## src/rtl/btn_debounce_pulse_pkg.sv

```systemverilog
// Shared FSM encodings and default timing constants for the push-button front end.
package btn_debounce_pulse_pkg;

  typedef enum logic [1:0] {
    ST_IDLE       = 2'b00,
    ST_DB_PRESS   = 2'b01,
    ST_PRESSED    = 2'b10,
    ST_DB_RELEASE = 2'b11
  } state_e;

  // 10 ms debounce and 100 ms repeat at 50 MHz
  localparam int unsigned DB_CYCLES_50M     = 500_000;
  localparam int unsigned REPEAT_CYCLES_50M = 5_000_000;
  localparam int unsigned CNT_W_50M         = 23;

  // Short values for simulation
  localparam int unsigned DB_CYCLES_SIM     = 4;
  localparam int unsigned REPEAT_CYCLES_SIM = 10;
  localparam int unsigned CNT_W_SIM         = 4;

endpackage

```

## src/rtl/sync_2ff.sv

```systemverilog
// Two-flop synchroniser for a single asynchronous level; both flops reset to 0.
module sync_2ff (
  input  logic clk,
  input  logic rst,
  input  logic d,
  output logic q
);

  logic meta;

  always_ff @(posedge clk or posedge rst) begin
    if (rst) begin
      meta <= 1'b0;
      q    <= 1'b0;
    end else begin
      meta <= d;
      q    <= meta;
    end
  end

endmodule

```

## src/rtl/btn_debounce_pulse.sv

```systemverilog
// Synchronises and debounces one push button, emitting a one-cycle pulse per
// accepted press plus optional auto-repeat pulses while the button is held.
module btn_debounce_pulse
  import btn_debounce_pulse_pkg::*;
#(
  parameter int unsigned DB_CYCLES     = DB_CYCLES_50M,
  parameter bit          REPEAT_EN     = 1'b1,
  parameter int unsigned REPEAT_CYCLES = REPEAT_CYCLES_50M,
  parameter int unsigned CNT_W         = CNT_W_50M
) (
  input  logic       clk,
  input  logic       rst,
  input  logic       btn_raw,
  output logic       btn_level,
  output logic       btn_pulse,
  output logic [1:0] state_dbg
);

  localparam logic [CNT_W-1:0] DB_LAST  = CNT_W'(DB_CYCLES - 1);
  localparam logic [CNT_W-1:0] REP_LAST = CNT_W'(REPEAT_CYCLES - 1);

  logic             btn_s;
  state_e           state, state_nxt;
  logic [CNT_W-1:0] db_cnt, db_cnt_nxt;
  logic [CNT_W-1:0] rep_cnt, rep_cnt_nxt;
  logic             level_nxt, pulse_nxt;
  logic             db_done, rep_done;

  sync_2ff u_sync (
    .clk (clk),
    .rst (rst),
    .d   (btn_raw),
    .q   (btn_s)
  );

  assign db_done  = (db_cnt == DB_LAST);
  assign rep_done = (rep_cnt == REP_LAST);

  // State and counter registers
  always_ff @(posedge clk or posedge rst) begin
    if (rst) begin
      state   <= ST_IDLE;
      db_cnt  <= '0;
      rep_cnt <= '0;
    end else begin
      state   <= state_nxt;
      db_cnt  <= db_cnt_nxt;
      rep_cnt <= rep_cnt_nxt;
    end
  end

  // Next state; counters stop at their terminal value and are reloaded on transition
  always_comb begin
    state_nxt   = state;
    db_cnt_nxt  = db_cnt;
    rep_cnt_nxt = rep_cnt;
    unique case (state)
      ST_IDLE: begin
        if (btn_s) begin
          state_nxt  = ST_DB_PRESS;
          db_cnt_nxt = '0;
        end
      end
      ST_DB_PRESS: begin
        if (!btn_s) begin
          state_nxt = ST_IDLE;
        end else if (db_done) begin
          state_nxt   = ST_PRESSED;
          rep_cnt_nxt = '0;
        end else begin
          db_cnt_nxt = db_cnt + CNT_W'(1);
        end
      end
      ST_PRESSED: begin
        if (!btn_s) begin
          state_nxt  = ST_DB_RELEASE;
          db_cnt_nxt = '0;
        end else if (REPEAT_EN) begin
          rep_cnt_nxt = rep_done ? '0 : rep_cnt + CNT_W'(1);
        end
      end
      ST_DB_RELEASE: begin
        if (btn_s) begin
          state_nxt   = ST_PRESSED;
          rep_cnt_nxt = '0;
        end else if (db_done) begin
          state_nxt = ST_IDLE;
        end else begin
          db_cnt_nxt = db_cnt + CNT_W'(1);
        end
      end
      default: state_nxt = ST_IDLE;
    endcase
  end

  // Next values for the registered outputs
  always_comb begin
    level_nxt = btn_level;
    pulse_nxt = 1'b0;
    unique case (state)
      ST_DB_PRESS: begin
        if (btn_s && db_done) begin
          level_nxt = 1'b1;
          pulse_nxt = 1'b1;
        end
      end
      ST_PRESSED: begin
        if (btn_s && REPEAT_EN && rep_done) begin
          pulse_nxt = 1'b1;
        end
      end
      ST_DB_RELEASE: begin
        if (!btn_s && db_done) begin
          level_nxt = 1'b0;
        end
      end
      default: begin
        level_nxt = btn_level;
        pulse_nxt = 1'b0;
      end
    endcase
  end

  always_ff @(posedge clk or posedge rst) begin
    if (rst) begin
      btn_level <= 1'b0;
      btn_pulse <= 1'b0;
    end else begin
      btn_level <= level_nxt;
      btn_pulse <= pulse_nxt;
    end
  end

  assign state_dbg = state;

endmodule

```

## config.mk

```make
export PLATFORM = sky130hd
export DESIGN_NAME = btn_debounce_pulse
export DESIGN_NICKNAME = d
export VERILOG_FILES = /design/src/rtl/btn_debounce_pulse_pkg.sv /design/src/rtl/sync_2ff.sv /design/src/rtl/btn_debounce_pulse.sv
export SDC_FILE = /design/constraint.sdc
export NUM_CORES = 1
export LEC_CHECK = 0
export ABC_AREA = 1
export CELL_PAD_IN_SITES_DETAIL_PLACEMENT = 1
export CELL_PAD_IN_SITES_GLOBAL_PLACEMENT = 2
export CORE_MARGIN = 4
export CORE_UTILIZATION = 37
export CTS_BUF_LIST = sky130_fd_sc_hd__clkbuf_8
export CTS_CLUSTER_SIZE = 8
export DETAILED_ROUTE_END_ITERATION = 10
export MAX_ROUTING_LAYER = met4
export PLACE_DENSITY = 0.85
export SYNTH_ARGS = -nofsm -noshare
export SYNTH_HDL_FRONTEND = slang
export SYNTH_SLANG_ARGS = --single-unit
```

## constraint.sdc

```tcl
create_clock -name clk -period 2.2 [get_ports clk]
set_clock_uncertainty 0.05 [all_clocks]
set_input_delay 0.55 -clock clk [delete_from_list [all_inputs] [get_ports clk]]
set_output_delay 0.55 -clock clk [all_outputs]
set_load 0.05 [all_outputs]
```

Figure 1. Pin map (run 1).
Scale: 4 px per micron. Pins as bars across the die edge, other pins in gray.
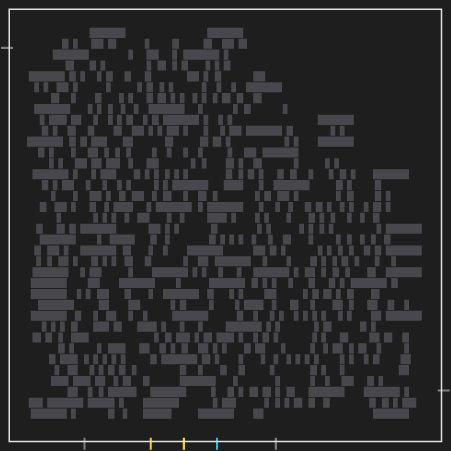
`state_dbg` -> yellow  # pins 2, direction output, edge south
`btn_level` -> cyan  # pins 1, direction output, edge south

Figure 2. M2 wires (run 1).
Scale: 4 px per micron.
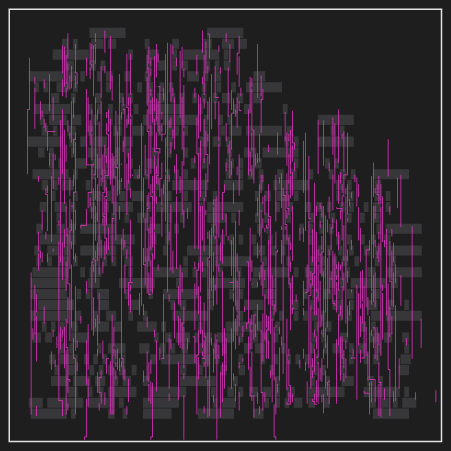
share of all routed wire = 51%
nets with wire on the layer = 473
longest straight run = 62.2 microns
wire length on this layer = 5510 microns
main direction = vertical

==> out/qor.txt, run 1 <==
Mux frac, synth - 0%
Post-Synth Adder-Cell Area - 2.04%
Comb pwr share - 42.4%
Post-layout period usage - 96.9%
R2r endpoint - db_cnt[19]
Peak Freq - 0.469 GHz
Die area - 11600 sq um
Mapped Cells - 537
Final Max-Slew Violation Tally - 0
Rows - 36
Worst setup path end - btn_level
Sequential cell area fraction in the yosys report - 35.4%
Root buffer cell - clkbuf_8
WS Path Type - reg2out
CTS buffer count - 5
Largest cells by area after synthesis - dfrtp_1 35%, nand2_1 17%, nor2_1 8.2%, nand3_1 7.6%, inv_1 4.5%
WHS Endpoint - u_sync.q
Clk tree area frac - 2.34%
Worst-margin pin slew - 0.524 ns
Seq pwr share - 36.7%
Hold Path Stages - 0
Initial Util - 37.8%
Comb area - 2080 sq um
Logic share of the area - 51.7%
Met3 Wirelength - 186 microns
Area delta synth->final - 9.08%
Initial drt markers - 131
Stages on worst setup path - 1
Most frequent cells in the layout - 163 x nand2_1, 80 x nor2_1, 56 x nand3_1
Non-Filler Cell Area, Final - 4010 sq um
Worst EP required - 1.60 ns
Min-delay src - u_sync.meta
Drt wl/cell - 15.8 microns
RSZ-0062 raised after global routing - false
Placement Cell Area - 3900 sq um
Pwr/cell area - 736 nW/um^2
Worst hold slack - 0.316 ns
Vias per Instance - 5.08
Seq cells post-synth - 52
I/O pins - 7
Setup-failing EPs final - 0
Sw Pwr - 1.37 mW
Largest class - combinational gates
Placeable Area - 9730 sq um
Clock sinks - 52
Max-slew headroom - 64.9%
Comb group - 1.25 mW
Flop-to-flop setup slack - 0.23 ns
# Post-CTS Setup Buffers - 0
Clock group power - 0.618 mW
Syn. warnings - 0
Pre-Repair DR Iteration Count - 4
Flops - 52
Initial antenna violation count - 0
WP data arrival - 1.53 ns
Number of diodes - 0
Final #Nets - 560
Seq/total area - 32.4%
Tapcells - 133
Syn_area_per_cell - 6.85 sq um
Clock buf count - 5
Non-clock buffer count - 20
Post-route setup TNS - 0 ns
Most numerous logic cell after layout - nand2_1
Ao+oa area frac - 7.62%
Result of the run - finished, final reports clean
Worst vdd ir - 731 uV
Switching Fraction - 46.3%
Dpl ws - 0.256 ns
Reg2reg path depth - 7
Seq. pwr - 1.08 mW
Setup crit end kind - primary output
Pin count of the biggest net entering global routing - 33
DR top layer - met4
Met2 routed WL - 5510 microns
Global-route wire length before repair - 18700 microns
Signal buf overhead - 4.61%
Top Consumer - combinational cells
Die X - 108 microns
Area taken by flip-flops and latches - 1300 sq um
CP max stage delay - 0.83 ns
Max-Cap Viols - 0
Top Registers - db_cnt x23, rep_cnt x23
Crit path cell chain - clkdlybuf4s50_1
Non-filler cells in the finished layout - 685
DRC viols - 0
XOR-XNOR Cells, Area Fraction - 4.05%
Placer Congestion - 0.874
Worst Path Buf+Inv - 1
Slowest-stage cell, CP - clkdlybuf4s50_1
Clk buf depth - 2
Post-CTS sizing - 0
Share of layout cells above drive strength 1 - 11.6%
Clk network pwr share - 20.9%
Chip height - 108 microns
Most common library cells after synthesis - 163 x nand2_1, 80 x nor2_1, 56 x nand3_1
Yosys top cell by instances - nand2_1
Metal-1 WL - 4990 microns
Crit start category - flop
Netlist cell types - 36
Ys cells - 537
Simple share - 42.7%
Synth Flop Type - dfrtp_1
Synth Cell Area - 3680 sq um
CTS tree - done
Crit path launch - btn_level
Yosys stat chip area - 3680 sq um
Figure 3. Routing congestion (run 1).
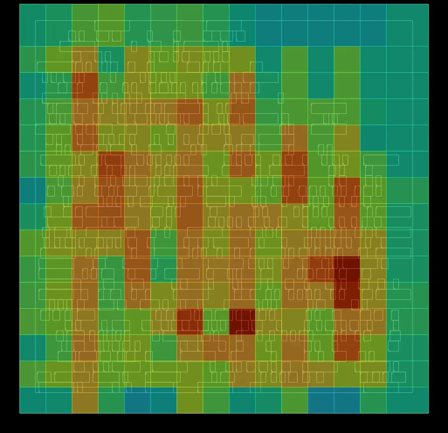
met2 Use GR: 36.7%
final core utilization: 41.2%
met1 usage: 25.4%
GR peak layer: met2
total track usage: 20.9%

Figure 4. Met3 routing (run 1).
Scale: 4 px per micron.
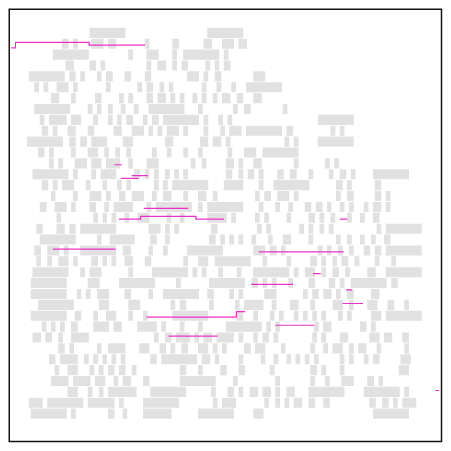
share of all routed wire = 1.7%
nets with wire on the layer = 11
main direction = horizontal
wire length on this layer = 186 microns
longest straight run = 22.3 microns
drt total wl: 10800 microns
M3 GR Usage: 3.36%
total number of vias: 3480

==> inputs of run 2 (changes only) <==
--- a/config.mk
+++ b/config.mk
@@ -13,6 +13,7 @@
 export CTS_BUF_LIST = sky130_fd_sc_hd__clkbuf_8
 export CTS_CLUSTER_SIZE = 8
 export DETAILED_ROUTE_END_ITERATION = 10
+export GPL_ROUTABILITY_DRIVEN = 0
 export MAX_ROUTING_LAYER = met4
 export PLACE_DENSITY = 0.85
 export SYNTH_ARGS = -nofsm -noshare
==> run 2 against run 1 <==
Net effect:
- via count unchanged
- sequential share of layout area did not move
- synthesized cell count did not move
- first-iteration DRC count unchanged
- non-clock buffer count unchanged
- hold slack unchanged
- wire length did not move
- total power unchanged
- setup slack is the same
- global-route usage unchanged
- final area stayed put
- largest power group unchanged
- highest routed layer unchanged
==> out/qor.txt, run 2 <==
Top Consumer - combinational cells
Most common library cells after synthesis - 163 x nand2_1, 80 x nor2_1, 56 x nand3_1
Top Registers - db_cnt x23, rep_cnt x23
Comb pwr share - 42.4% (about the same)
RSZ-0062 raised after global routing - false
Syn_area_per_cell - 6.85 sq um (unchanged)
Stages on worst setup path - 1 (unchanged)
Non-clock buffer count - 20 (unchanged)
Metal-1 WL - 4990 microns (unchanged)
R2r endpoint - db_cnt[19]
CP max stage delay - 0.83 ns (about the same)
Non-Filler Cell Area, Final - 4010 sq um (unchanged)
Worst-margin pin slew - 0.524 ns (unchanged)
Pre-Repair DR Iteration Count - 4 (unchanged)
Placeable Area - 9730 sq um (unchanged)
Global-route wire length before repair - 18700 microns (unchanged)
Dpl ws - 0.256 ns (unchanged)
Switching Fraction - 46.3% (unchanged)
Rows - 36 (unchanged)
Max-slew headroom - 64.9% (unchanged)
Worst vdd ir - 731 uV (unchanged)
CTS tree - done
Drt total wl - 10800 microns (unchanged)
Peak Freq - 0.469 GHz (unchanged)
Initial Util - 37.8% (unchanged)
Worst setup path end - btn_level
Met1 usage - 25.4% (unchanged)
Mux frac, synth - 0% (unchanged)
Worst hold slack - 0.316 ns (unchanged)
Signal buf overhead - 4.61% (unchanged)
Chip height - 108 microns (unchanged)
Ys cells - 537 (unchanged)
Root buffer cell - clkbuf_8
Worst Path Buf+Inv - 1 (unchanged)
Share of layout cells above drive strength 1 - 11.6% (unchanged)
Setup-failing EPs final - 0 (unchanged)
Clk buf depth - 2 (unchanged)
WS Path Type - reg2out
Sw Pwr - 1.37 mW (unchanged)
Number of diodes - 0 (unchanged)
Result of the run - finished, final reports clean
Met2 Use GR - 36.7% (unchanged)
Hold Path Stages - 0 (unchanged)
Die area - 11600 sq um (unchanged)
WHS Endpoint - u_sync.q
Min-delay src - u_sync.meta
Vias per Instance - 5.08 (unchanged)
Final WS setup - 0.0671 ns
Comb area - 2080 sq um (unchanged)
Initial antenna violation count - 0 (unchanged)
Final #Nets - 560 (unchanged)
Fraction of registers with async set/reset - 100%
DR top layer - met4
Seq cells post-synth - 52 (unchanged)
Area delta synth->final - 9.08% (unchanged)
XOR-XNOR Cells, Area Fraction - 4.05% (unchanged)
Yosys stat chip area - 3680 sq um (unchanged)
Post-CTS sizing - 0 (unchanged)
Slowest-stage cell, CP - clkdlybuf4s50_1
Mapped Cells - 537 (unchanged)
Final core utilization - 41.2% (unchanged)
CTS buffer count - 5 (unchanged)
Sequential cell area fraction in the yosys report - 35.4% (unchanged)
Post-Synth Adder-Cell Area - 2.04% (unchanged)
Port buffer count - 6
Met2 routed WL - 5510 microns (unchanged)
Flops - 52 (unchanged)
Comb group - 1.25 mW (about the same)
Simple share - 42.7% (unchanged)
Clock buf count - 5 (unchanged)
I/O pins - 7 (unchanged)
Synth Flop Type - dfrtp_1
Max-Cap Viols - 0 (unchanged)
Logic share of the area - 51.7% (unchanged)
Seq. pwr - 1.08 mW (about the same)
Clock group power - 0.618 mW (about the same)
Met3 Wirelength - 186 microns (unchanged)
DRC viols - 0 (unchanged)
Crit start category - flop
Placement Cell Area - 3900 sq um (unchanged)
Pin count of the biggest net entering global routing - 33 (unchanged)
# Post-CTS Setup Buffers - 0 (unchanged)
Post-layout period usage - 96.9% (unchanged)
Crit path launch - btn_level
Netlist cell types - 36 (unchanged)
Most frequent cells in the layout - 163 x nand2_1, 80 x nor2_1, 56 x nand3_1
WP data arrival - 1.53 ns (about the same)
Final Max-Slew Violation Tally - 0 (unchanged)
GR peak layer - met2
Non-filler cells in the finished layout - 685 (unchanged)
Clk network pwr share - 20.9% (about the same)
Crit path cell chain - clkdlybuf4s50_1
Post-route setup TNS - 0 ns (unchanged)
M3 GR Usage - 3.36% (unchanged)
Seq/total area - 32.4% (unchanged)
Worst EP required - 1.60 ns (about the same)
Total number of vias - 3480 (unchanged)
Syn. warnings - 0 (unchanged)
Flop-to-flop setup slack - 0.23 ns (about the same)
Area taken by flip-flops and latches - 1300 sq um (unchanged)
Ao+oa area frac - 7.62% (unchanged)
Most numerous logic cell after layout - nand2_1
Setup crit end kind - primary output
Die X - 108 microns (unchanged)
Clk tree area frac - 2.34% (unchanged)
Total track usage - 20.9% (unchanged)
Figure 5. M2 wires (run 2).
Scale: 4 px per micron.
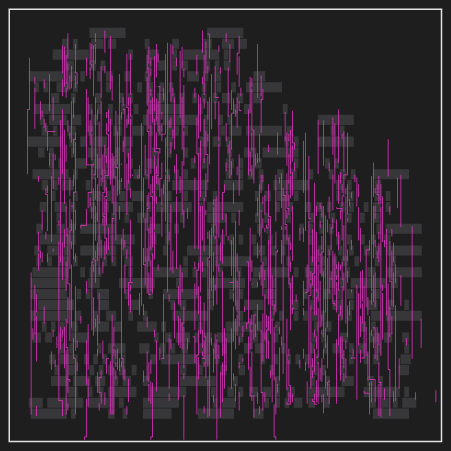
share of all routed wire = 51%
wire length on this layer = 5510 microns

Figure 6. Wire density map (run 2).
Scale: 3 px per micron. 22 x 22 tiles, from dark blue (low) to red (high), scaled to the fullest tile. Values are wire area over tile area, all layers added.
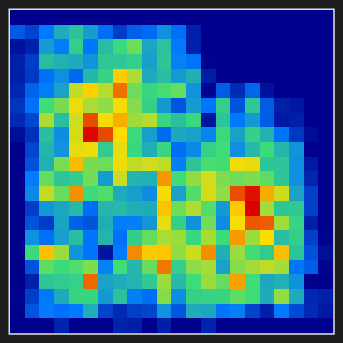
emptiest ninth of the die = north-east
tiles over half the peak = 25%
densest ninth of the die = center
mean over tiles = 0.14
nearly empty tiles = 22%

Power is estimated from default activity; no workload was simulated.
